**Run 1: the metal 1 layer**

Drawn at 12 px/µm. Supply wires on this layer in gray.
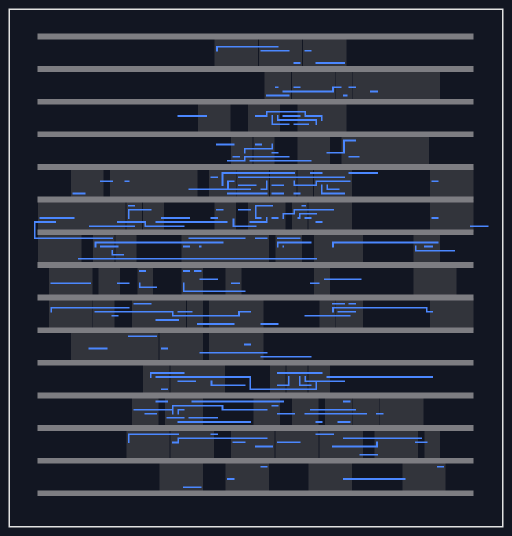
**Run 1: signal wires on met2**

Drawn at 12 px/µm.
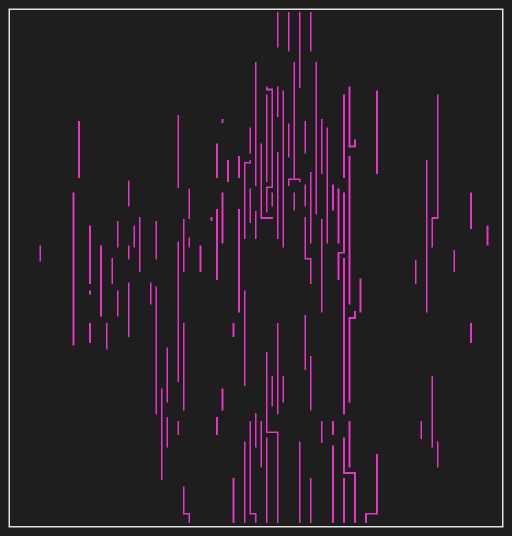
**Run 1: metal 3**

Drawn at 12 px/µm.
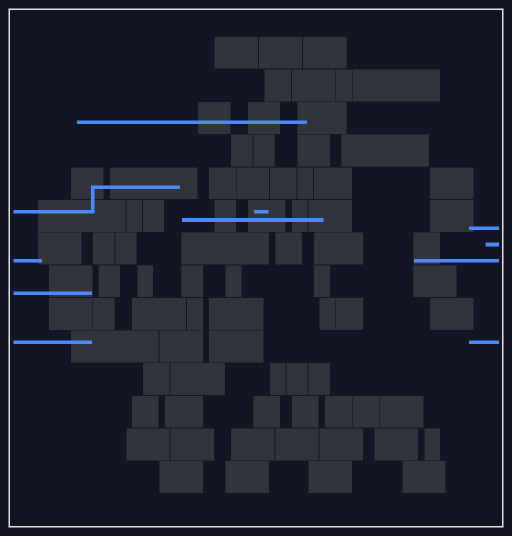
`config.mk`:
```
export PLATFORM = sky130hd
export DESIGN_NAME = and_unit_rr_arbiter
export DESIGN_NICKNAME = d
export VERILOG_FILES = /design/src/rtl/and_arb_pkg.sv /design/src/rtl/and_unit_rr_arbiter_rr_pick.sv /design/src/rtl/corebit_and.sv /design/src/rtl/and_unit_rr_arbiter.sv
export SDC_FILE = /design/constraint.sdc
export NUM_CORES = 1
export LEC_CHECK = 0
export CORE_AREA = 2 2 39 41
export CTS_CLUSTER_DIAMETER = 40
export CTS_CLUSTER_SIZE = 20
export DETAILED_ROUTE_END_ITERATION = 6
export DIE_AREA = 0 0 41 43
export PLACE_DENSITY = 0.7
export SLEW_MARGIN = 20
export SYNTH_ARGS = -nofsm -noshare
export SYNTH_HDL_FRONTEND = slang
export SYNTH_SLANG_ARGS = --single-unit
```
`constraint.sdc`:
```
create_clock -name CLK -period 3.2 [get_ports CLK]
set_input_delay 0.48 -clock CLK [delete_from_list [all_inputs] [get_ports CLK]]
set_output_delay 0.48 -clock CLK [all_outputs]
set_load 0.02 [all_outputs]
```
`src/rtl/and_arb_pkg.sv`:
```
// Shared definitions for the round-robin AND arbiter.
//   arb_state_e : output register occupancy (EMPTY / FULL)
//   id_w(n)     : requester-id width for n requesters, never below 1
package and_arb_pkg;

  typedef enum logic {
    EMPTY = 1'b0,
    FULL  = 1'b1
  } arb_state_e;

  function automatic int id_w(input int n);
    return (n <= 2) ? 1 : $clog2(n);
  endfunction

endpackage

```
`src/rtl/and_unit_rr_arbiter_rr_pick.sv`:
```
// Combinational round-robin picker.
//   req        : request vector
//   ptr        : highest-priority index this cycle
//   gnt_onehot : one-hot grant (zero when no request)
//   gnt_idx    : binary index of the grant
//   any        : at least one request present
module rr_pick
  import and_arb_pkg::*;
#(
  parameter int NREQ = 4,
  localparam int ID_W = id_w(NREQ)
) (
  input  logic [NREQ-1:0] req,
  input  logic [ID_W-1:0] ptr,
  output logic [NREQ-1:0] gnt_onehot,
  output logic [ID_W-1:0] gnt_idx,
  output logic            any
);

  logic [NREQ-1:0]   hi_mask;
  logic [2*NREQ-1:0] dbl;
  int                hit;

  // Lower half holds requests at or above ptr, upper half holds all of them;
  // the lowest set bit of the concatenation is the wrapped round-robin winner.
  always_comb begin
    for (int i = 0; i < NREQ; i++) hi_mask[i] = (ID_W'(i) >= ptr);
    dbl = {req, req & hi_mask};
    hit = 0;
    for (int j = 2*NREQ-1; j >= 0; j--) if (dbl[j]) hit = j;
    gnt_idx = (hit >= NREQ) ? ID_W'(hit - NREQ) : ID_W'(hit);
    any     = |req;
    for (int i = 0; i < NREQ; i++) gnt_onehot[i] = any && (gnt_idx == ID_W'(i));
  end

endmodule

```
`src/rtl/corebit_and.sv`:
```
// Single-bit AND cell, the primitive of the shared datapath slice.
//   in0, in1 : operand bits
//   out      : in0 & in1
module corebit_and (
  input  logic in0,
  input  logic in1,
  output logic out
);
  assign out = in0 & in1;
endmodule

```
`src/rtl/and_unit_rr_arbiter.sv`:
```
// Round-robin arbiter sharing one bitwise-AND slice among NREQ requesters,
// with a one-entry registered result tagged by requester id.
//   CLK, RESETN          : clock, synchronous active-low reset
//   req_valid/req_ready  : per-requester handshake (ready is one-hot or zero)
//   req_a, req_b         : packed operands, requester i at [i*WIDTH +: WIDTH]
//   O_valid/O_ready      : result handshake
//   O, O_id              : result a&b and the id of the requester that produced it
//   busy                 : mirrors O_valid
module and_unit_rr_arbiter
  import and_arb_pkg::*;
#(
  parameter int NREQ  = 4,
  parameter int WIDTH = 1,
  localparam int ID_W = id_w(NREQ)
) (
  input  logic                  CLK,
  input  logic                  RESETN,
  input  logic [NREQ-1:0]       req_valid,
  output logic [NREQ-1:0]       req_ready,
  input  logic [NREQ*WIDTH-1:0] req_a,
  input  logic [NREQ*WIDTH-1:0] req_b,
  output logic                  O_valid,
  input  logic                  O_ready,
  output logic [WIDTH-1:0]      O,
  output logic [ID_W-1:0]       O_id,
  output logic                  busy
);

  arb_state_e       state, state_nxt;
  logic [ID_W-1:0]  ptr;
  logic [NREQ-1:0]  gnt_onehot;
  logic [ID_W-1:0]  gnt_idx;
  logic             any;
  logic             can_accept, xfer;
  logic [WIDTH-1:0] a_sel, b_sel, and_out;

  rr_pick #(.NREQ(NREQ)) u_pick (
    .req        (req_valid),
    .ptr        (ptr),
    .gnt_onehot (gnt_onehot),
    .gnt_idx    (gnt_idx),
    .any        (any)
  );

  // RESETN gating keeps req_ready low through reset cycles.
  assign can_accept = (state == EMPTY) || O_ready;
  assign xfer       = RESETN && can_accept && any;
  assign req_ready  = xfer ? gnt_onehot : '0;

  always_comb begin
    a_sel = '0;
    b_sel = '0;
    for (int i = 0; i < NREQ; i++) begin
      if (gnt_idx == ID_W'(i)) begin
        a_sel = req_a[i*WIDTH +: WIDTH];
        b_sel = req_b[i*WIDTH +: WIDTH];
      end
    end
  end

  for (genvar b = 0; b < WIDTH; b++) begin : g_and
    corebit_and u_and (.in0(a_sel[b]), .in1(b_sel[b]), .out(and_out[b]));
  end

  // A new accept wins over a drain, so FULL is kept when both happen.
  always_comb begin
    state_nxt = state;
    if (xfer)                        state_nxt = FULL;
    else if (state == FULL && O_ready) state_nxt = EMPTY;
  end

  always_ff @(posedge CLK) begin
    if (!RESETN) begin
      state <= EMPTY;
      ptr   <= '0;
      O     <= '0;
      O_id  <= '0;
    end else begin
      state <= state_nxt;
      if (xfer) begin
        O    <= and_out;
        O_id <= gnt_idx;
        ptr  <= (gnt_idx == ID_W'(NREQ-1)) ? '0 : gnt_idx + 1'b1;
      end
    end
  end

  assign O_valid = (state == FULL);
  assign busy    = O_valid;

endmodule

```
==> impl_metrics.json, run 1 <==
{
  "status": "finished clean",
  "final_common_cell": "clkdlybuf4s50_1",
  "inverters": 5,
  "synth_nets": 73,
  "clock-sinks": 6,
  "netlist_instances": 54,
  "instances_no_fill": 94,
  "yosysWarnings": 0,
  "utilization_pct": 49.7,
  "place_area_um2": 666,
  "clock.fmax_mhz": 326,
  "worst_hold_path_type": "register to register",
  "hold_viol_final": 0,
  "hold_ws_ns": 0.473,
  "whs_endpoint": "O_id[1]$_SDFFE_PN0P_",
  "fp_util_pct": 31.4,
  "warnings": 29,
  "clkPwrFrac_pct": 22.9,
  "sh_seq_area_pct": 17.5,
  "cts_tree": "done",
  "drive_gt1_share_pct": 7.69,
  "crit_type": "input port to output port",
  "layout_top_cells": "clkdlybuf4s50_1 (23), dfxtp_1 (6), inv_1 (5), nand3_1 (5), nand2_1 (5)",
  "crit_end": "req_ready[1]",
  "power.leakage_uw": 0.000297,
  "dp.final_hpwl_um": 834,
  "synth_cell_types": 24,
  "tightest_slew_ns": 0.358,
  "dieArea_um2": 1760,
  "edf_count": 0,
  "hold_start": "O_id[1]$_SDFFE_PN0P_",
  "clock_path_buffers": 2,
  "dpl.cell_count": 91,
  "syn-cell-area_um2": 434,
  "grt_first_pass_wirelength_um": 1860,
  "ys_top_cells_by_area": "dfxtp_1 (28%), ha_1 (12%), and2_1 (5.8%)",
  "dieWidth_um": 41,
  "arrival_ns": 2.59,
  "drc_errors": 0,
  "avgSynthCellArea_um2": 8.04,
  "ys_sh_simple_pct": 33.7,
  "grt_usage_pct": 15.2,
  "wl_met1_um": 416,
  "clkCellAreaFrac_pct": 3.27,
  "crit_family": "buffers and inverters",
  "largest_class": "multi-input combinational cells",
  "cp_num_buf_inv": 3,
  "num-multi-input-gates": 41,
  "relSlewSlack_pct": 76.1,
  "yosys.area.top_type": "dfxtp_1",
  "io_buffers": 23,
  "wl_per_cell_um": 10.9,
  "maxSlewViolCount": 0,
  "p_seq_uw": 98.8,
  "top_cells_by_count": "dfxtp_1 (6), inv_1 (5), nand2_1 (5), nand3_1 (5)",
  "row_count": 14,
  "area_share_nonclk_buffers_pct": 33.5,
  "crit_path_cell_trace": "clkdlybuf4s50_1, nand2b_1, a21oi_1, a211o_1, inv_1, ha_1, and2_1, clkdlybuf4s50_1",
  "grt_start_max_net_pins": 9,
  "hold_depth": 2,
  "clk-power_uw": 68.7,
  "cts_setup_buffers": 0,
  "ys_async_sr_fraction_pct": 0,
  "ys_sh_aoi_pct": 18.4,
  "switching_share_pct": 33.8,
  "wl_met2_um": 533,
  "cts_hold_buf": 0,
  "startpoint": "req_valid[1]",
  "design.seq.count": 6,
  "p_per_area_nw_per_um2": 437,
  "setup_tns_ns": 0,
  "vias_per_cell": 5.05,
  "timing.rr.start": "ptr[0]$_SDFFE_PN0P_",
  "pre_cts_slack_ns": 0.145,
  "highest_layer": "met3",
  "post-route-period-util_pct": 95.8,
  "post_cts_resized": 0,
  "ant_nets": 0,
  "grt_pass1_vias": 455,
  "synth_seq_share_pct": 27.7,
  "insertedDiodeCount": 0
}
## Picture notes: 'the metal 1 layer'
The longest straight run is 19.8 µm. The wires run mostly horizontal. 84 nets have wire on it.
Global Route met1 Usage: 18.6%
Routed WL: 1020 µm
via count: 475

## Picture notes: 'signal wires on met2'
85 nets have wire on it. The wires run mostly vertical. The layer carries 534 µm of wire. The longest straight run is 12.9 µm.
grt met2 use: 23.4%

## Picture notes: 'metal 3'
The layer carries 73.4 µm of wire. 11 nets have wire on it. The layer holds 7.2% of the routed length.
GR Util met3: 7.85%

==> run 2: changes to the inputs <==
- ABC_CLOCK_PERIOD_IN_PS: not set -> 3200
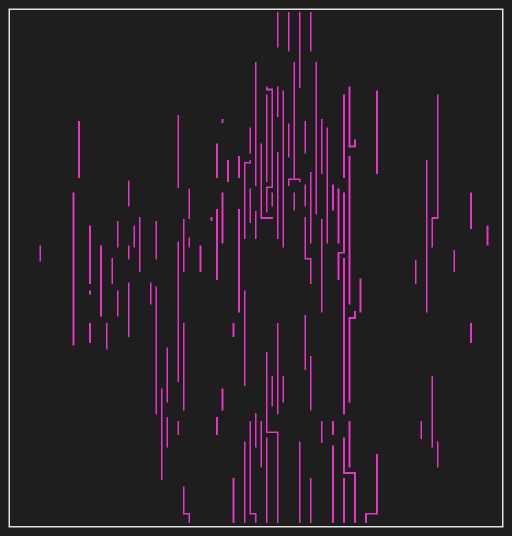
**Above:** run 2 (signal wires on met2).
Drawn at 12 px/µm.
The longest straight run is 12.9 µm. The wires run mostly vertical. The layer holds 52% of the routed length.

==> run 2 against run 1 <==
Cell area is the same. Global-route usage is the same. Synthesized cell count is the same. Maximum frequency is the same. Wire length is the same. First-iteration DRC count is the same. Combinational power is essentially flat. Worst hold slack is the same. Sequential power is essentially flat. Largest power group unchanged.
==> impl_metrics.json, run 2 <==
{
  "ctsRootBufferMaster": "clkbuf_4",
  "hold_start": "O_id[1]$_SDFFE_PN0P_",
  "edf_count": 0,
  "hold_depth": 2,
  "netlist_instances": 54,
  "num_io_pins": 24,
  "highest_layer": "met3",
  "ant_nets": 0,
  "p_seq_uw": 98.8,
  "tightest_slew_ns": 0.358,
  "inverters": 5,
  "setup_tns_ns": 0,
  "crit_path_top_delay_cell": "clkdlybuf4s50_1",
  "design.seq.count": 6,
  "largest_class": "multi-input combinational cells",
  "cp.depth": 8,
  "dieArea_um2": 1760,
  "final_common_cell": "clkdlybuf4s50_1",
  "drc_errors": 0,
  "cts_setup_buffers": 0,
  "use_met2_pct": 23.4,
  "utilization_pct": 49.7,
  "post_cts_resized": 0,
  "crit_end": "req_ready[1]",
  "hold_ws_ns": 0.473,
  "wl_per_cell_um": 10.9,
  "arrival_ns": 2.59,
  "grt_first_pass_wirelength_um": 1860,
  "cp_num_buf_inv": 3,
  "ys_sh_aoi_pct": 18.4,
  "yosys.area.top_type": "dfxtp_1",
  "grt_use_met1_pct": 18.6,
  "met3_usage_pct": 7.85,
  "pre_cts_slack_ns": 0.145,
  "clock.fmax_mhz": 326,
  "cts_hold_buf": 0,
  "p_int_uw": 199,
  "whs_endpoint": "O_id[1]$_SDFFE_PN0P_",
  "instances_no_fill": 94,
  "top_cells_by_count": "dfxtp_1 (6), inv_1 (5), nand2_1 (5), nand3_1 (5)",
  "syn-cell-area_um2": 434,
  "dp.final_hpwl_um": 834,
  "warnings": 29,
  "post-route-period-util_pct": 95.8,
  "cts_tree": "done",
  "ys_async_sr_fraction_pct": 0,
  "timing.rr.start": "ptr[0]$_SDFFE_PN0P_",
  "place_area_um2": 666,
  "regArea_um2": 120,
  "ys_top_cells_by_area": "dfxtp_1 (28%), ha_1 (12%), and2_1 (5.8%)",
  "sh_seq_area_pct": 17.5,
  "yosysWarnings": 0,
  "drive_gt1_share_pct": 7.69,
  "cts_inserted_buffers": 3,
  "dieWidth_um": 41,
  "avgSynthCellArea_um2": 8.04,
  "clock-sinks": 6,
  "synth_cell_types": 24,
  "logic_family": "simple AND/OR/NAND/NOR gates",
  "clkCellAreaFrac_pct": 3.27,
  "fp_util_pct": 31.4,
  "worst_hold_path_type": "register to register",
  "dr_total_vias": 475,
  "status": "finished clean",
  "num-multi-input-gates": 41,
  "area_share_nonclk_buffers_pct": 33.5,
  "relSlewSlack_pct": 76.1,
  "p_per_area_nw_per_um2": 437,
  "power.leakage_uw": 0.000297,
  "insertedDiodeCount": 0,
  "comb_power_uw": 133,
  "switching_share_pct": 33.8,
  "crit_path_cell_trace": "clkdlybuf4s50_1, nand2b_1, a21oi_1, a211o_1, inv_1, ha_1, and2_1, clkdlybuf4s50_1",
  "row_count": 14,
  "grt_start_max_net_pins": 9,
  "io_buffers": 23,
  "wl_met2_um": 533,
  "maxSlewViolCount": 0,
  "layout_top_cells": "clkdlybuf4s50_1 (23), dfxtp_1 (6), inv_1 (5), nand3_1 (5), nand2_1 (5)",
  "crit_family": "buffers and inverters",
  "synth_nets": 73,
  "startpoint": "req_valid[1]",
  "grt_usage_pct": 15.2,
  "hold_viol_final": 0,
  "crit_type": "input port to output port",
  "vias_per_cell": 5.05,
  "wl_met1_um": 416,
  "switchingPower_uw": 102,
  "dpl.cell_count": 91
}
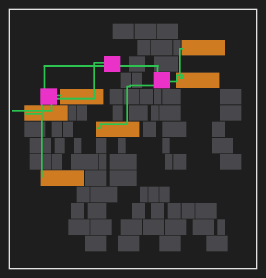
**Above:** run 2 (routed clock nets over the placement).
Drawn at 6 px/µm.
Magenta shows clock-net drivers, count 3. Orange shows flip-flops, count 6. Green shows clock wires, length 94.6 µm.
There are 4 routed clock nets.
Clock Power: 68.7 µW
Worst-Skew Late Latency: 0.24 ns
clock share of power: 22.9%
skew final: 0.00715 ns

No activity file was given, so power comes from the tool's default toggle rates.
